io_fan.png
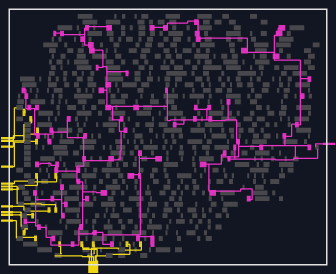
clocks.png
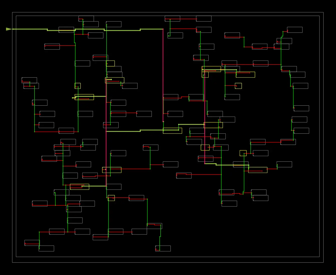
sizes.png
The bar under the picture is 50 um long.
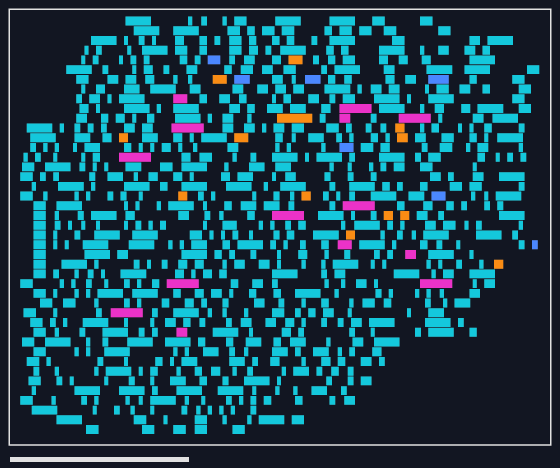
flops_by_reg.png
The bar under the picture is 50 um long. Other sequential cells in the stronger gray, the rest of the logic in the fainter gray.
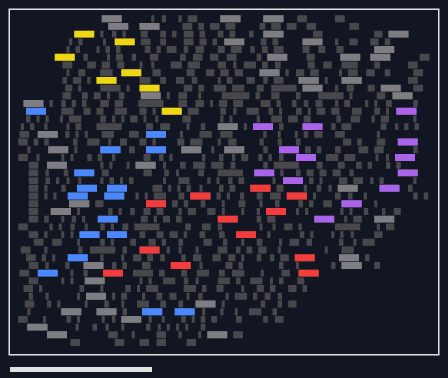
==> config.mk <==
export PLATFORM = sky130hd
export DESIGN_NAME = fp16_divider
export DESIGN_NICKNAME = d
export VERILOG_FILES = /design/src/rtl/fp16_pkg.sv /design/src/rtl/fp16_unpack.sv /design/src/rtl/fp16_divider.sv
export SDC_FILE = /design/constraint.sdc
export NUM_CORES = 1
export LEC_CHECK = 0
export ABC_CLOCK_PERIOD_IN_PS = 4650
export CELL_PAD_IN_SITES_DETAIL_PLACEMENT = 2
export CELL_PAD_IN_SITES_GLOBAL_PLACEMENT = 2
export CORE_ASPECT_RATIO = 0.8
export CORE_MARGIN = 1.5
export CORE_UTILIZATION = 31
export CTS_BUF_LIST = sky130_fd_sc_hd__clkbuf_16
export CTS_CLUSTER_SIZE = 14
export DETAILED_ROUTE_END_ITERATION = 12
export GPL_ROUTABILITY_DRIVEN = 0
export HOLD_SLACK_MARGIN = 0.1
export PLACE_DENSITY = 0.76
export SETUP_SLACK_MARGIN = 0.05
export SYNTH_ARGS = -nofsm -noshare
export SYNTH_HDL_FRONTEND = slang
export SYNTH_SLANG_ARGS = --single-unit
export TNS_END_PERCENT = 5
==> constraint.sdc <==
create_clock -name clk -period 4.65 [get_ports clk]
set_input_delay 1.1625 -clock clk [delete_from_list [all_inputs] [get_ports clk]]
set_output_delay 1.1625 -clock clk [all_outputs]
set_load 0.01 [all_outputs]
==> src/rtl/fp16_pkg.sv <==
`default_nettype none
// ============================================================================
// Module   : fp16_pkg
// Brief    : Shared binary16 constants, FSM state type and flag bit indices.
// Revision : 1.0 - initial release
// ============================================================================
package fp16_pkg;

    localparam int          BIAS    = 15;
    localparam int          EXP_MAX = 31;
    localparam logic [15:0] QNAN    = 16'h7E00;
    localparam int          MANT_W  = 11;
    localparam int          QUOT_W  = 13;

    // Bit positions inside the {invalid, div_by_zero, overflow, underflow} word
    localparam int FLAG_INVALID   = 3;
    localparam int FLAG_DIV_ZERO  = 2;
    localparam int FLAG_OVERFLOW  = 1;
    localparam int FLAG_UNDERFLOW = 0;

    typedef enum logic [1:0] {
        IDLE   = 2'd0,
        UNPACK = 2'd1,
        DIVIDE = 2'd2,
        ROUND  = 2'd3
    } state_t;

endpackage
`default_nettype wire

==> src/rtl/fp16_unpack.sv <==
`default_nettype none
// ============================================================================
// Module   : fp16_unpack
// Brief    : Splits a binary16 word into fields and classifies it.
// Revision : 1.0 - initial release
// ============================================================================
module fp16_unpack
    import fp16_pkg::*;
(
    input  logic [15:0]       word_i,
    output logic              sign_o,
    output logic [4:0]        exp_o,
    output logic [MANT_W-1:0] mant_o,
    output logic              is_zero_o,
    output logic              is_inf_o,
    output logic              is_nan_o
);

    // Exponent zero counts as zero, so subnormals are flushed here.
    always_comb begin
        sign_o    = word_i[15];
        exp_o     = word_i[14:10];
        mant_o    = {(word_i[14:10] != 5'd0), word_i[9:0]};
        is_zero_o = (word_i[14:10] == 5'd0);
        is_inf_o  = (word_i[14:10] == 5'h1F) && (word_i[9:0] == 10'd0);
        is_nan_o  = (word_i[14:10] == 5'h1F) && (word_i[9:0] != 10'd0);
    end

endmodule
`default_nettype wire

==> src/rtl/fp16_divider.sv <==
`default_nettype none
// ============================================================================
// Module   : fp16_divider
// Brief    : Sequential binary16 divider, one restoring quotient bit per clock;
//            out_Flags exists only when FP16_DIV_STATUS_EN is defined.
// Revision : 1.0 - initial release
// ============================================================================
module fp16_divider
    import fp16_pkg::*;
(
    input  logic        clk,
    input  logic        rst,
    input  logic [15:0] in_A,
    input  logic [15:0] in_B,
    input  logic        in_En,
    output logic [15:0] out_Out,
    output logic        out_Ready,
    output logic        out_Busy
`ifdef FP16_DIV_STATUS_EN
    ,
    output logic [3:0]  out_Flags
`endif
);

    localparam logic signed [6:0] BIAS_S    = 7'(BIAS);
    localparam logic signed [6:0] EXP_MAX_S = 7'(EXP_MAX);

    state_t              state_q, state_d;
    logic [15:0]         a_q, a_d, b_q, b_d;
    logic                sign_q, sign_d;
    logic signed [6:0]   exp_q, exp_d;
    logic [MANT_W:0]     rem_q, rem_d;
    logic [QUOT_W-1:0]   quot_q, quot_d;
    logic [3:0]          cnt_q, cnt_d;
    logic                spec_q, spec_d;
    logic [15:0]         spec_val_q, spec_val_d;
    logic [15:0]         out_q, out_d;
    logic                ready_q, ready_d;
`ifdef FP16_DIV_STATUS_EN
    logic [3:0]          flags_q, flags_d, spec_flags_q, spec_flags_d;
`endif

    logic                ua_sign, ub_sign, ua_zero, ub_zero, ua_inf, ub_inf, ua_nan, ub_nan;
    logic [4:0]          ua_exp, ub_exp;
    logic [MANT_W-1:0]   ua_mant, ub_mant;

    fp16_unpack u_unpack_a (
        .word_i(a_q), .sign_o(ua_sign), .exp_o(ua_exp), .mant_o(ua_mant),
        .is_zero_o(ua_zero), .is_inf_o(ua_inf), .is_nan_o(ua_nan)
    );

    fp16_unpack u_unpack_b (
        .word_i(b_q), .sign_o(ub_sign), .exp_o(ub_exp), .mant_o(ub_mant),
        .is_zero_o(ub_zero), .is_inf_o(ub_inf), .is_nan_o(ub_nan)
    );

    // Restoring step: the partial remainder stays below twice the divisor.
    logic                w_ge;
    logic [MANT_W-1:0]   w_sub;
    assign w_ge  = (rem_q >= {1'b0, ub_mant});
    assign w_sub = MANT_W'(rem_q - {1'b0, ub_mant});

    logic [MANT_W-2:0]   w_frac, w_frac_f;
    logic [MANT_W-1:0]   w_frac_r;
    logic                w_guard, w_sticky, w_round_up, w_ovf, w_unf;
    logic signed [6:0]   w_exp_n, w_exp_f;
    logic [15:0]         w_result;

    always_comb begin
        if (quot_q[QUOT_W-1]) begin
            w_frac   = quot_q[QUOT_W-2:2];
            w_guard  = quot_q[1];
            w_sticky = quot_q[0] | (|rem_q);
            w_exp_n  = exp_q;
        end else begin
            w_frac   = quot_q[QUOT_W-3:1];
            w_guard  = quot_q[0];
            w_sticky = |rem_q;
            w_exp_n  = exp_q - 7'sd1;
        end
        w_round_up = w_guard & (w_sticky | w_frac[0]);
        // A carry out of the fraction leaves it at zero, i.e. mantissa 1.0.
        w_frac_r   = {1'b0, w_frac} + {{(MANT_W-1){1'b0}}, w_round_up};
        w_frac_f   = w_frac_r[MANT_W-2:0];
        w_exp_f    = w_exp_n + (w_frac_r[MANT_W-1] ? 7'sd1 : 7'sd0);
        w_ovf      = (w_exp_f >= EXP_MAX_S);
        w_unf      = (w_exp_f <= 7'sd0);
        if (w_ovf) begin
            w_result = {sign_q, 5'h1F, 10'h000};
        end else if (w_unf) begin
            w_result = {sign_q, 15'h0000};
        end else begin
            w_result = {sign_q, w_exp_f[4:0], w_frac_f};
        end
    end

    always_comb begin
        state_d    = state_q;
        a_d        = a_q;
        b_d        = b_q;
        sign_d     = sign_q;
        exp_d      = exp_q;
        rem_d      = rem_q;
        quot_d     = quot_q;
        cnt_d      = cnt_q;
        spec_d     = spec_q;
        spec_val_d = spec_val_q;
        out_d      = out_q;
        ready_d    = 1'b0;
`ifdef FP16_DIV_STATUS_EN
        flags_d      = flags_q;
        spec_flags_d = spec_flags_q;
`endif
        case (state_q)
            IDLE: begin
                if (in_En) begin
                    a_d     = in_A;
                    b_d     = in_B;
                    state_d = UNPACK;
                end
            end
            UNPACK: begin
                sign_d     = ua_sign ^ ub_sign;
                exp_d      = $signed({2'b00, ua_exp}) - $signed({2'b00, ub_exp}) + BIAS_S;
                rem_d      = {1'b0, ua_mant};
                quot_d     = '0;
                cnt_d      = 4'd0;
                spec_d     = 1'b1;
                spec_val_d = {ua_sign ^ ub_sign, 15'h0000};
`ifdef FP16_DIV_STATUS_EN
                spec_flags_d = 4'b0000;
`endif
                if (ua_nan || ub_nan || (ua_zero && ub_zero) || (ua_inf && ub_inf)) begin
                    spec_val_d = QNAN;
`ifdef FP16_DIV_STATUS_EN
                    spec_flags_d[FLAG_INVALID] = 1'b1;
`endif
                end else if (ua_inf) begin
                    spec_val_d = {ua_sign ^ ub_sign, 5'h1F, 10'h000};
                end else if (ub_zero) begin
                    spec_val_d = {ua_sign ^ ub_sign, 5'h1F, 10'h000};
`ifdef FP16_DIV_STATUS_EN
                    spec_flags_d[FLAG_DIV_ZERO] = 1'b1;
`endif
                end else if (!(ub_inf || ua_zero)) begin
                    spec_d = 1'b0;
                end
                state_d = DIVIDE;
            end
            DIVIDE: begin
                quot_d = {quot_q[QUOT_W-2:0], w_ge};
                rem_d  = w_ge ? {w_sub, 1'b0} : {rem_q[MANT_W-1:0], 1'b0};
                if (cnt_q == 4'(QUOT_W - 1)) begin
                    cnt_d   = 4'd0;
                    state_d = ROUND;
                end else begin
                    cnt_d = cnt_q + 4'd1;
                end
            end
            ROUND: begin
                out_d   = spec_q ? spec_val_q : w_result;
                ready_d = 1'b1;
`ifdef FP16_DIV_STATUS_EN
                flags_d = spec_q ? spec_flags_q : {2'b00, w_ovf, w_unf};
`endif
                state_d = IDLE;
            end
            default: state_d = IDLE;
        endcase
    end

    always_ff @(posedge clk) begin
        if (rst) begin
            state_q    <= IDLE;
            a_q        <= '0;
            b_q        <= '0;
            sign_q     <= 1'b0;
            exp_q      <= '0;
            rem_q      <= '0;
            quot_q     <= '0;
            cnt_q      <= 4'd0;
            spec_q     <= 1'b0;
            spec_val_q <= '0;
            out_q      <= 16'h0000;
            ready_q    <= 1'b0;
`ifdef FP16_DIV_STATUS_EN
            flags_q      <= 4'b0000;
            spec_flags_q <= 4'b0000;
`endif
        end else begin
            state_q    <= state_d;
            a_q        <= a_d;
            b_q        <= b_d;
            sign_q     <= sign_d;
            exp_q      <= exp_d;
            rem_q      <= rem_d;
            quot_q     <= quot_d;
            cnt_q      <= cnt_d;
            spec_q     <= spec_d;
            spec_val_q <= spec_val_d;
            out_q      <= out_d;
            ready_q    <= ready_d;
`ifdef FP16_DIV_STATUS_EN
            flags_q      <= flags_d;
            spec_flags_q <= spec_flags_d;
`endif
        end
    end

    assign out_Out   = out_q;
    assign out_Ready = ready_q;
    assign out_Busy  = (state_q != IDLE);
`ifdef FP16_DIV_STATUS_EN
    assign out_Flags = flags_q;
`endif

endmodule
`default_nettype wire

==> metrics.csv <==
metric,value,unit
total standard cell area after synthesis,5430,um2
total power density per cell area,649,nW/um2
worst slew pin tran,1.10,ns
register-to-register setup slack,0.32,ns
Post-Place Setup Slack,0.191,ns
quantity of hold-fixing buffers added after cts,0,
count of library flops with an enable pin,0,
synthesized area per cell,7.72,um2
drt initial violations,155,
number of core rows,43,
detailed-routed wire length on met2,8.25,mm
total instance count after detailed placement,945,
critical path launch point type,register,
number of global-route vias before repair,5711,
detailed-route wire length per cell,18.3,um
maximum fanout encountered on the critical timing path,15,
Yosys top cell by area,sky130_fd_sc_hd__dfxtp_1,
tally of non-filler cells in the final layout,961,
final period demand of the worst path,4.33,ns
biggest area cells,"sky130_fd_sc_hd__dfxtp_1 34%, sky130_fd_sc_hd__nand2_1 8.3%, sky130_fd_sc_hd__a21oi_1 6.9%, sky130_fd_sc_hd__ha_1 6.5%, sky130_fd_sc_hd__nor2_1 3.5%",
Pleak,2.26,nW
first drt pass iteration count,4,
Core Density at Floorplan,31.5,%
path class of the lowest-slack min-delay path,reg2reg,
Sum Neg Setup Slack,0,ns
Crit path depth,15,
reg2reg path depth,15,
Die Size,18300,um2
number of buffers added for setup after CTS,0,
result of the run,"complete, no violations",
antenna cell count,0,
Critical path origin,quot_q[12]$_SDFFE_PP0P_,
slowest cell on the critical path,sky130_fd_sc_hd__or4_4,
layout cells sized above 1,4.62,%
max cap viols,0,
initial antenna violation count,0,
setup-violating endpoint count in the final report,0,
top-level port count,53,
total count of max-transition violations in the final report,0,
final core utilization,37.2,%
HP Start,b_q[14]$_SDFFE_PP0P_,
## Picture notes: io_fan.png
- yellow: in_B (bits 16; direction input; edge 11 left, 5 bottom; end cells 16; buffers 16; wire 309 um)
- magenta: rst (bits 1; direction input; edge right; end cells 81; buffers 2; wire 950 um)

## Picture notes: clocks.png
clock sink total: 92
Max Clock Skew: 0.0112 ns

## Picture notes: sizes.png
- blue: _2 cells (cells 7)
- orange: _3 and _4 cells (cells 13)
- magenta: _6 and larger (cells 14)
- cyan: _0 and _1 cells (cells 702)
cell area after layout: 6410 um2
Non-clock buffers: 59
setup slack after layout: 0.318 ns

## Picture notes: flops_by_reg.png
- red: rem_q (flops 12)
- yellow: exp_q (flops 7; where upper left)
- purple: quot_q (flops 13)
- blue: a_q (flops 16)
- not colored: 44

-- sequential cells by signal (all words and copies together) (netlist names) --
name        flops
quot_q         13
out_Ready       1
spec_val_q      3
cnt_q           4
spec_q          1
rem_q          12
state_q         2
exp_q           7
out_Out        16
a_q            16
b_q            16
sign_q          1
-- report_power, final --
part	total [mW]	switching, mW	internal [mW]
sequential	1.11	0.176	0.933
clock	0.745	0.368	0.378
combinational	2.31	1.48	0.831
-- metrics by stage --
step	hold WS, ns	power (mW)
after global routing	0.497	4.51
after CTS	0.468	4.20
after global placement	0.447	3.29
final	0.463	4.16
after detailed placement	0.458	3.43
after floorplan	0.436	2.78
-- cell type report --
cell class | count | area share, %
clock buffers | 9 | 3.51
clock inverters | 7 | 1.01
inverters | 34 | 1.99
multi-input cells | 535 | 51.5
flip-flops and latches | 92 | 28.7
well taps | 225 | 4.39
repair buffers | 59 | 8.86
-- cells by family after synthesis --
family                     count (synthesis)  synth area share [%]
muxes                                     16                  2.99
DFF                                       92                  33.9
buffers and inverters                     77                  5.62
xor gates and xnor gates                  32                  5.16
adders and majority gates                 30                  7.19
and+or+nand+nor                          286                  25.2
AOI/OAI and AO/OA                        171                  19.9
-- cells in the final DEF, fill, tap and decap left out, drive strengths merged, types with 8 or more instances in the layout --
master / netlist / layout
nand2: 120 / 120
dfxtp: 92 / 92
a21oi: 75 / 75
nor2: 51 / 51
clkdlybuf4s50: 0 / 51
inv: 34 / 39
ha: 28 / 28
nand3: 25 / 25
o21ai: 24 / 24
xnor2: 17 / 17
nand2b: 15 / 15
xor2: 15 / 15
mux2i: 14 / 14
nor3: 13 / 13
nor4: 11 / 11
nand4: 10 / 10
a211oi: 10 / 10
clkbuf: 34 / 9
a31oi: 8 / 8
and3: 8 / 8
buf: 9 / 8
o41ai: 8 / 8
-- cell usage after synthesis, types with 7 or more instances --
| cell | number |
|---|---|
| sky130_fd_sc_hd__ha_1 | 28 |
| sky130_fd_sc_hd__xnor2_1 | 17 |
| sky130_fd_sc_hd__nand4_1 | 10 |
| sky130_fd_sc_hd__a21oi_1 | 75 |
| sky130_fd_sc_hd__inv_1 | 34 |
| sky130_fd_sc_hd__o21ai_0 | 23 |
| sky130_fd_sc_hd__xor2_1 | 15 |
| sky130_fd_sc_hd__nor2_1 | 51 |
| sky130_fd_sc_hd__a31oi_1 | 8 |
| sky130_fd_sc_hd__and3_1 | 7 |
| sky130_fd_sc_hd__o32ai_1 | 7 |
| sky130_fd_sc_hd__a211oi_1 | 10 |
| sky130_fd_sc_hd__nand3_1 | 25 |
| sky130_fd_sc_hd__clkbuf_1 | 34 |
| sky130_fd_sc_hd__mux2i_1 | 14 |
| sky130_fd_sc_hd__dfxtp_1 | 92 |
| sky130_fd_sc_hd__nor4_1 | 10 |
| sky130_fd_sc_hd__nand2b_1 | 15 |
| sky130_fd_sc_hd__nor3_1 | 13 |
| sky130_fd_sc_hd__o41ai_1 | 7 |
| sky130_fd_sc_hd__nand2_1 | 120 |
| sky130_fd_sc_hd__nand3b_1 | 7 |
-- layer usage --
metal / up-vias / global-route usage (%)
met3: 16 / 3.23
met4: 0 / 5.10
met1: 2561 / 27.4
met2: 64 / 34.3
met5: - / 0
li1: 2535 / -
Power and IR drop assume default switching activity.
